[config.mk]
export PLATFORM = sky130hd
export DESIGN_NAME = ppu_regfile_dma
export DESIGN_NICKNAME = d
export VERILOG_FILES = /design/src/rtl/ppu_regfile_dma.sv
export SDC_FILE = /design/constraint.sdc
export NUM_CORES = 1
export LEC_CHECK = 0
export ABC_AREA = 1
export ABC_CLOCK_PERIOD_IN_PS = 2200
export CORE_MARGIN = 1
export CORE_UTILIZATION = 25
export DETAILED_ROUTE_END_ITERATION = 6
export GPL_ROUTABILITY_DRIVEN = 0
export PLACE_DENSITY = 0.47
export REMOVE_ABC_BUFFERS = 1
export SLEW_MARGIN = 15
export SYNTH_ARGS = -nofsm -noshare
export SYNTH_HDL_FRONTEND = slang
export SYNTH_SLANG_ARGS = --single-unit
[constraint.sdc]
create_clock -name i_cpu_clk -period 2.2 [get_ports i_cpu_clk]
set_clock_uncertainty 0.05 [all_clocks]
set_input_delay 0.55 -clock i_cpu_clk [delete_from_list [all_inputs] [get_ports i_cpu_clk]]
set_output_delay 0.55 -clock i_cpu_clk [all_outputs]
set_load 0.02 [all_outputs]
[src/rtl/ppu_regfile_dma.sv]
// CPU-side PPU register file ($2000-$2007 mirrored) with Loopy T/V, $2007 read buffer and $4014 OAM DMA.
// Latency: register reads are combinational; writes take effect on the next i_cpu_clk edge; DMA takes 513/514 cycles.
// Backpressure: o_cpu_halt stalls the CPU during DMA and bus accesses are ignored then. Optional open bus via PPU_OPENBUS_EN.
module ppu_regfile_dma #(
  parameter int          VRAM_AW      = 14,
  parameter int          OAM_AW       = 8,
  parameter logic [15:0] DMA_REG_ADDR = 16'h4014
) (
  input  logic               i_cpu_clk,
  input  logic               i_cpu_rstn,
  input  logic               i_bus_vld,
  input  logic [15:0]        i_bus_addr,
  input  logic               i_bus_wn,
  input  logic [7:0]         i_bus_wdata,
  output logic [7:0]         o_ppu_rdata,
  output logic               o_cpu_halt,
  output logic [15:0]        o_dma_addr,
  input  logic [7:0]         i_dma_rdata,
  output logic [OAM_AW-1:0]  o_oam_addr,
  output logic               o_oam_we,
  output logic [7:0]         o_oam_wdata,
  input  logic [7:0]         i_oam_rdata,
  output logic [VRAM_AW-1:0] o_vram_addr,
  output logic               o_vram_we,
  output logic [7:0]         o_vram_wdata,
  input  logic [7:0]         i_vram_rdata,
  output logic [14:0]        o_loopy_t,
  output logic [2:0]         o_fine_x,
  output logic [7:0]         o_ctrl,
  output logic [7:0]         o_mask,
  output logic               o_force_rld,
  input  logic               i_vblank,
  input  logic               i_spr_0hit,
  input  logic               i_spr_ovfl,
  output logic               o_nmi_n
);

  localparam logic [2:0] S_IDLE  = 3'd0;
  localparam logic [2:0] S_WAIT  = 3'd1;
  localparam logic [2:0] S_ALIGN = 3'd2;
  localparam logic [2:0] S_RD    = 3'd3;
  localparam logic [2:0] S_WR    = 3'd4;

  logic [2:0]         r_state;
  logic [7:0]         r_page;
  logic [OAM_AW-1:0]  r_cnt;
  logic               r_par;
  logic [7:0]         r_ctrl;
  logic [7:0]         r_mask;
  logic               r_vflag;
  logic               r_vblank_d;
  logic [14:0]        r_t;
  logic [VRAM_AW-1:0] r_v;
  logic [2:0]         r_fine_x;
  logic               r_w;
  logic               r_rld_pend;
  logic [7:0]         r_rbuf;
  logic [OAM_AW-1:0]  r_oamaddr;

  logic               w_busy;
  logic               w_acc;
  logic               w_sel;
  logic [2:0]         w_reg;
  logic               w_rd;
  logic               w_wr;
  logic               w_dma_go;
  logic               w_rd2002;
  logic               w_pal;
  logic               w_vb_rise;
  logic               w_vb_fall;
  logic [VRAM_AW-1:0] w_step;
  logic [7:0]         w_rd_val;
  logic [4:0]         w_lo5;
  logic [7:0]         w_wo;

  assign w_busy    = (r_state != S_IDLE);
  assign w_acc     = i_bus_vld & ~w_busy;
  assign w_sel     = w_acc & (i_bus_addr[15:13] == 3'b001);
  assign w_reg     = i_bus_addr[2:0];
  assign w_rd      = w_sel & i_bus_wn;
  assign w_wr      = w_sel & ~i_bus_wn;
  assign w_dma_go  = w_acc & ~i_bus_wn & (i_bus_addr == DMA_REG_ADDR);
  assign w_rd2002  = w_rd & (w_reg == 3'd2);
  // Palette region is V[13:8]==$3F; VRAM_AW is expected to be at least 14.
  assign w_pal     = (r_v[13:8] == 6'h3F);
  assign w_vb_rise = i_vblank & ~r_vblank_d;
  assign w_vb_fall = ~i_vblank & r_vblank_d;
  assign w_step    = r_ctrl[2] ? VRAM_AW'(32) : VRAM_AW'(1);

`ifdef PPU_OPENBUS_EN
  logic [7:0]  r_ob;
  logic [19:0] r_decay;

  assign w_lo5 = r_ob[4:0];
  assign w_wo  = r_ob;

  // Open-bus latch refreshes on every PPU access and decays to 0 when left alone
  always_ff @(posedge i_cpu_clk or negedge i_cpu_rstn) begin
    if (!i_cpu_rstn) begin
      r_ob    <= 8'h00;
      r_decay <= 20'd0;
    end else if (w_wr) begin
      r_ob    <= i_bus_wdata;
      r_decay <= 20'd0;
    end else if (w_rd) begin
      r_ob    <= w_rd_val;
      r_decay <= 20'd0;
    end else if (r_decay == 20'hFFFFF) begin
      r_ob    <= 8'h00;
    end else begin
      r_decay <= r_decay + 20'd1;
    end
  end
`else
  logic [7:0] r_lastwr;

  assign w_lo5 = r_lastwr[4:0];
  assign w_wo  = 8'h00;

  // Remember the last byte written to any PPU register for the PPUSTATUS low bits
  always_ff @(posedge i_cpu_clk or negedge i_cpu_rstn) begin
    if (!i_cpu_rstn) r_lastwr <= 8'h00;
    else if (w_wr)   r_lastwr <= i_bus_wdata;
  end
`endif

  // Read data mux; write-only registers return the unimplemented-bit fill
  always_comb begin
    w_rd_val = w_wo;
    case (w_reg)
      3'd2:    w_rd_val = {r_vflag, i_spr_0hit, i_spr_ovfl, w_lo5};
      3'd4:    w_rd_val = i_oam_rdata;
      3'd7:    w_rd_val = w_pal ? i_vram_rdata : r_rbuf;
      default: w_rd_val = w_wo;
    endcase
  end

  assign o_ppu_rdata = w_rd ? w_rd_val : 8'h00;

  // Free-running parity decides whether DMA needs an alignment cycle
  always_ff @(posedge i_cpu_clk or negedge i_cpu_rstn) begin
    if (!i_cpu_rstn) r_par <= 1'b0;
    else             r_par <= ~r_par;
  end

  // OAM DMA sequencer: one wait, optional align, then read/write pairs per byte
  always_ff @(posedge i_cpu_clk or negedge i_cpu_rstn) begin
    if (!i_cpu_rstn) begin
      r_state <= S_IDLE;
      r_page  <= 8'h00;
      r_cnt   <= '0;
    end else begin
      case (r_state)
        S_IDLE: begin
          if (w_dma_go) begin
            r_page  <= i_bus_wdata;
            r_cnt   <= '0;
            r_state <= S_WAIT;
          end
        end
        S_WAIT:  r_state <= r_par ? S_ALIGN : S_RD;
        S_ALIGN: r_state <= S_RD;
        S_RD:    r_state <= S_WR;
        S_WR: begin
          r_cnt   <= r_cnt + 1'b1;
          r_state <= (r_cnt == '1) ? S_IDLE : S_RD;
        end
        default: r_state <= S_IDLE;
      endcase
    end
  end

  assign o_cpu_halt = w_busy;
  assign o_dma_addr = w_busy ? 16'({r_page, r_cnt}) : 16'h0000;

  // OAM address: CPU load via $2003, post-increment on $2004 writes and DMA writes
  always_ff @(posedge i_cpu_clk or negedge i_cpu_rstn) begin
    if (!i_cpu_rstn)                      r_oamaddr <= '0;
    else if (r_state == S_WR)             r_oamaddr <= r_oamaddr + 1'b1;
    else if (w_wr && (w_reg == 3'd3))     r_oamaddr <= OAM_AW'(i_bus_wdata);
    else if (w_wr && (w_reg == 3'd4))     r_oamaddr <= r_oamaddr + 1'b1;
  end

  assign o_oam_addr  = r_oamaddr;
  assign o_oam_we    = (r_state == S_WR) | (w_wr & (w_reg == 3'd4));
  assign o_oam_wdata = (r_state == S_WR)              ? i_dma_rdata :
                       (w_wr && (w_reg == 3'd4))      ? i_bus_wdata : 8'h00;

  // PPUCTRL / PPUMASK registers
  always_ff @(posedge i_cpu_clk or negedge i_cpu_rstn) begin
    if (!i_cpu_rstn) begin
      r_ctrl <= 8'h00;
      r_mask <= 8'h00;
    end else if (w_wr) begin
      if (w_reg == 3'd0) r_ctrl <= i_bus_wdata;
      if (w_reg == 3'd1) r_mask <= i_bus_wdata;
    end
  end

  // Vblank flag: set on rising vblank (wins), cleared on falling vblank or after a $2002 read
  always_ff @(posedge i_cpu_clk or negedge i_cpu_rstn) begin
    if (!i_cpu_rstn) begin
      r_vblank_d <= 1'b0;
      r_vflag    <= 1'b0;
    end else begin
      r_vblank_d <= i_vblank;
      if (w_vb_rise)                   r_vflag <= 1'b1;
      else if (w_vb_fall || w_rd2002)  r_vflag <= 1'b0;
    end
  end

  // Loopy T/V, write toggle, fine X and the $2007 read buffer
  always_ff @(posedge i_cpu_clk or negedge i_cpu_rstn) begin
    if (!i_cpu_rstn) begin
      r_t        <= 15'd0;
      r_v        <= '0;
      r_fine_x   <= 3'd0;
      r_w        <= 1'b0;
      r_rld_pend <= 1'b0;
      r_rbuf     <= 8'h00;
    end else begin
      r_rld_pend <= 1'b0;
      if (r_rld_pend)
        r_v <= VRAM_AW'(r_t);
      else if (w_sel && (w_reg == 3'd7))
        r_v <= r_v + w_step;
      if (w_rd && (w_reg == 3'd7))
        r_rbuf <= i_vram_rdata;
      if (w_rd2002)
        r_w <= 1'b0;
      if (w_wr) begin
        case (w_reg)
          3'd0: r_t[11:10] <= i_bus_wdata[1:0];
          3'd5: begin
            if (!r_w) begin
              r_t[4:0] <= i_bus_wdata[7:3];
              r_fine_x <= i_bus_wdata[2:0];
            end else begin
              r_t[9:5]   <= i_bus_wdata[7:3];
              r_t[14:12] <= i_bus_wdata[2:0];
            end
            r_w <= ~r_w;
          end
          3'd6: begin
            if (!r_w) begin
              r_t[13:8] <= i_bus_wdata[5:0];
              r_t[14]   <= 1'b0;
            end else begin
              r_t[7:0]   <= i_bus_wdata;
              r_rld_pend <= 1'b1;
            end
            r_w <= ~r_w;
          end
          default: ;
        endcase
      end
    end
  end

  assign o_vram_addr  = r_v;
  assign o_vram_we    = w_wr & (w_reg == 3'd7);
  assign o_vram_wdata = o_vram_we ? i_bus_wdata : 8'h00;
  assign o_loopy_t    = r_t;
  assign o_fine_x     = r_fine_x;
  assign o_ctrl       = r_ctrl;
  assign o_mask       = r_mask;
  assign o_force_rld  = r_rld_pend;
  assign o_nmi_n      = ~(r_vflag & r_ctrl[7]);

endmodule
### Cells coloured by class

Scale bar: 50 µm. Fill, decap, tap and diode cells in grey.
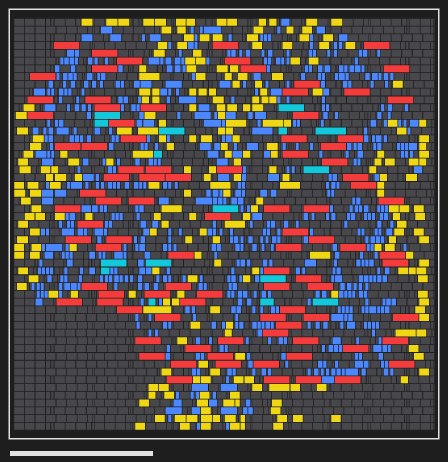
- remaining buffers and delay cells: yellow (cells 254; share of their area 29%)
- remaining logic cells: blue (cells 668; share of their area 40%)
- registers: red (cells 93; share of their area 27%)
- clock drivers and dummy loads: cyan (cells 16; share of their area 3.7%)

### Metal 1

Supply wires on this layer in grey.
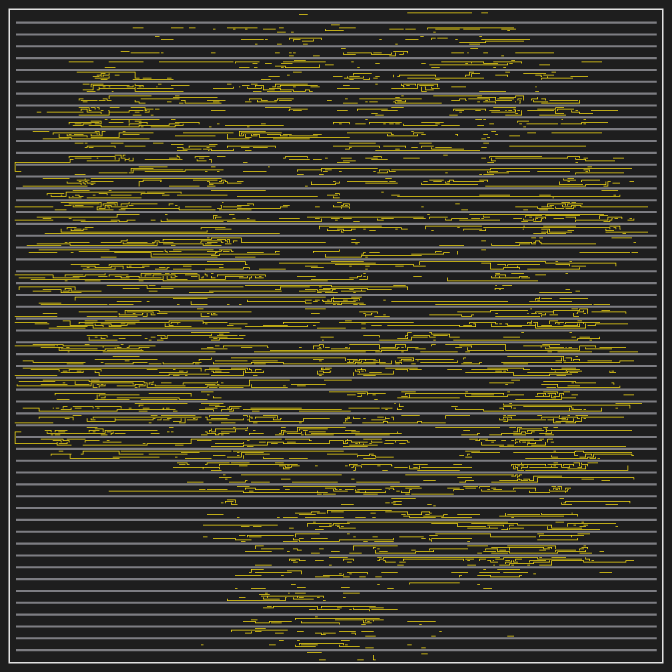
- main direction: horizontal
- wire length on this layer: 9040 µm
- nets with wire on the layer: 969
- longest straight run: 57.5 µm
- share of all routed wire: 46%

### Routing congestion map

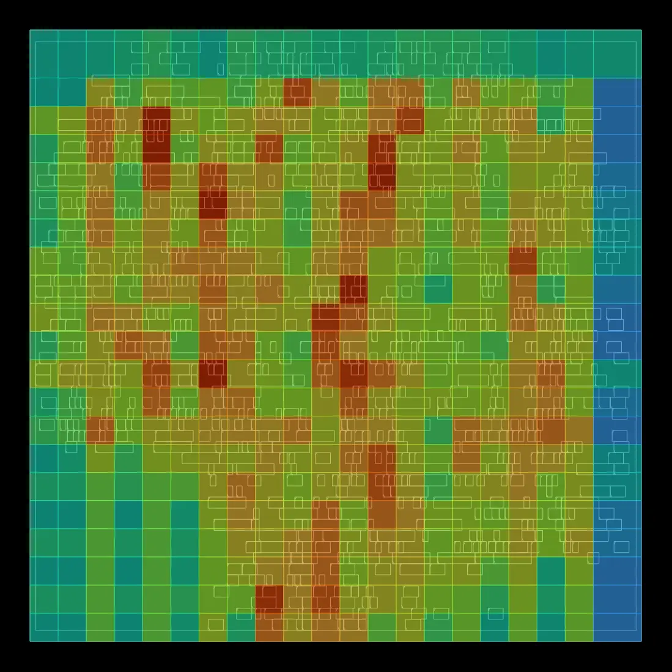
GRT Total Usage: 18.2%
GR peak layer: met2
GR Util met2: 30.4%

==> changes_impl.md <==
### Changed

- Status: complete, but fails checks
- Failing checks: setup timing
- Core area: approximately 21000 µm²
- PnR Total Power: 0.00658 W
- Critical Path Start Type: input pin
- Horiz. Die Dim: approximately 150 µm
- First-pass GRT wire length: 31.2 mm
- Tool warning count: 27
- Root buffer cell: clkbuf_16
- Antenna Violating Nets Remaining: 0
- Flop pwr share: between 30% and 40%
- Area growth, synth to finish: 62.0%
- Multi-In Gates: about 560
- Worst VDD drop: ~0.43 mV
- Power Dens Cells: roughly 740 nW/µm²
- Post-DP Area: ~8000 µm²
- Crit path max-delay family: buffers and inverters
- Leakage: 4.26 nW
- Post-CTS Setup Inserts: 12
- Syn Std Cell Area: ~5500 µm²
- Slowest-stage cell, CP: clkdlybuf4s50_1
- Final setup violation count: roughly 43
- Mux frac, synth: 0%
- DP Wirelength: ~15 mm
- Port bufs: 155
- Synth cell count leaders: nand2_1 (267), inv_1 (103), dfrtp_1 (93)
- Crit path largest cell delay: 0.58 ns
- Number of enable flip-flop cells: 0
- Worst hold margin: about 0.007 ns
- Top cell category: logic gates
- Fmax: about 410 MHz
- Final worst slack: -0.238 ns
- Share of cells above drive strength 1: 22.2%
- Peak fanout along the critical path: 7
- Worst EP arrival: about 1.8 ns
- DR DRC count: 0
- Logic cell area: 2950 µm²
- Final WL: approximately 20 mm
- Top cells excl fill/tap: nand2_1 (259), clkdlybuf4s50_1 (104), inv_1 (101), dfrtp_1 (93), nand3_1 (89)
- IO Pins: roughly 160
- Met2 wire len: 9.69 mm
- Adder Share, Synth: approximately 1.1%
- Minimum clock period: between 2 and 2.5 ns
- Non-clk bufs: between 200 and 300
- Post-Place Worst Slack: -1.00 ns
- Most common flop cell mapped by yosys: dfrtp_1
- Combinational share of power: approximately two fifths
- RSZ-0062 raised after global routing: yes
- Clk cell area share: between 3 and 4%
[path summary, 6_finish.rpt]
check                            from              to  slack (ns)  cells after the start
min reg2reg                     r_par           r_par        0.37                      1
max                          i_bus_wn  o_ppu_rdata[1]       -0.24                      5
max reg2reg                r_state[0]       o_ctrl[5]        0.15                     11
min                        i_cpu_rstn  o_vram_addr[2]       0.007                      1
max in group asynchronous  i_cpu_rstn   o_oam_addr[3]        1.54                      2
min in group i_cpu_clk          r_par           r_par        0.37                      1
[flip-flops by register name, indices dropped and copies added (netlist names)]
register and cells:
o_mask 8, r_rbuf 8, o_fine_x 3, o_force_rld 1, r_lastwr 5, r_vflag 1
o_loopy_t 15, r_par 1, r_vblank_d 1, r_state 3, r_page 8, o_vram_addr 14
r_w 1, o_ctrl 8, o_oam_addr 8, r_cnt 8
No activity file was given, so power comes from the tool's default toggle rates.
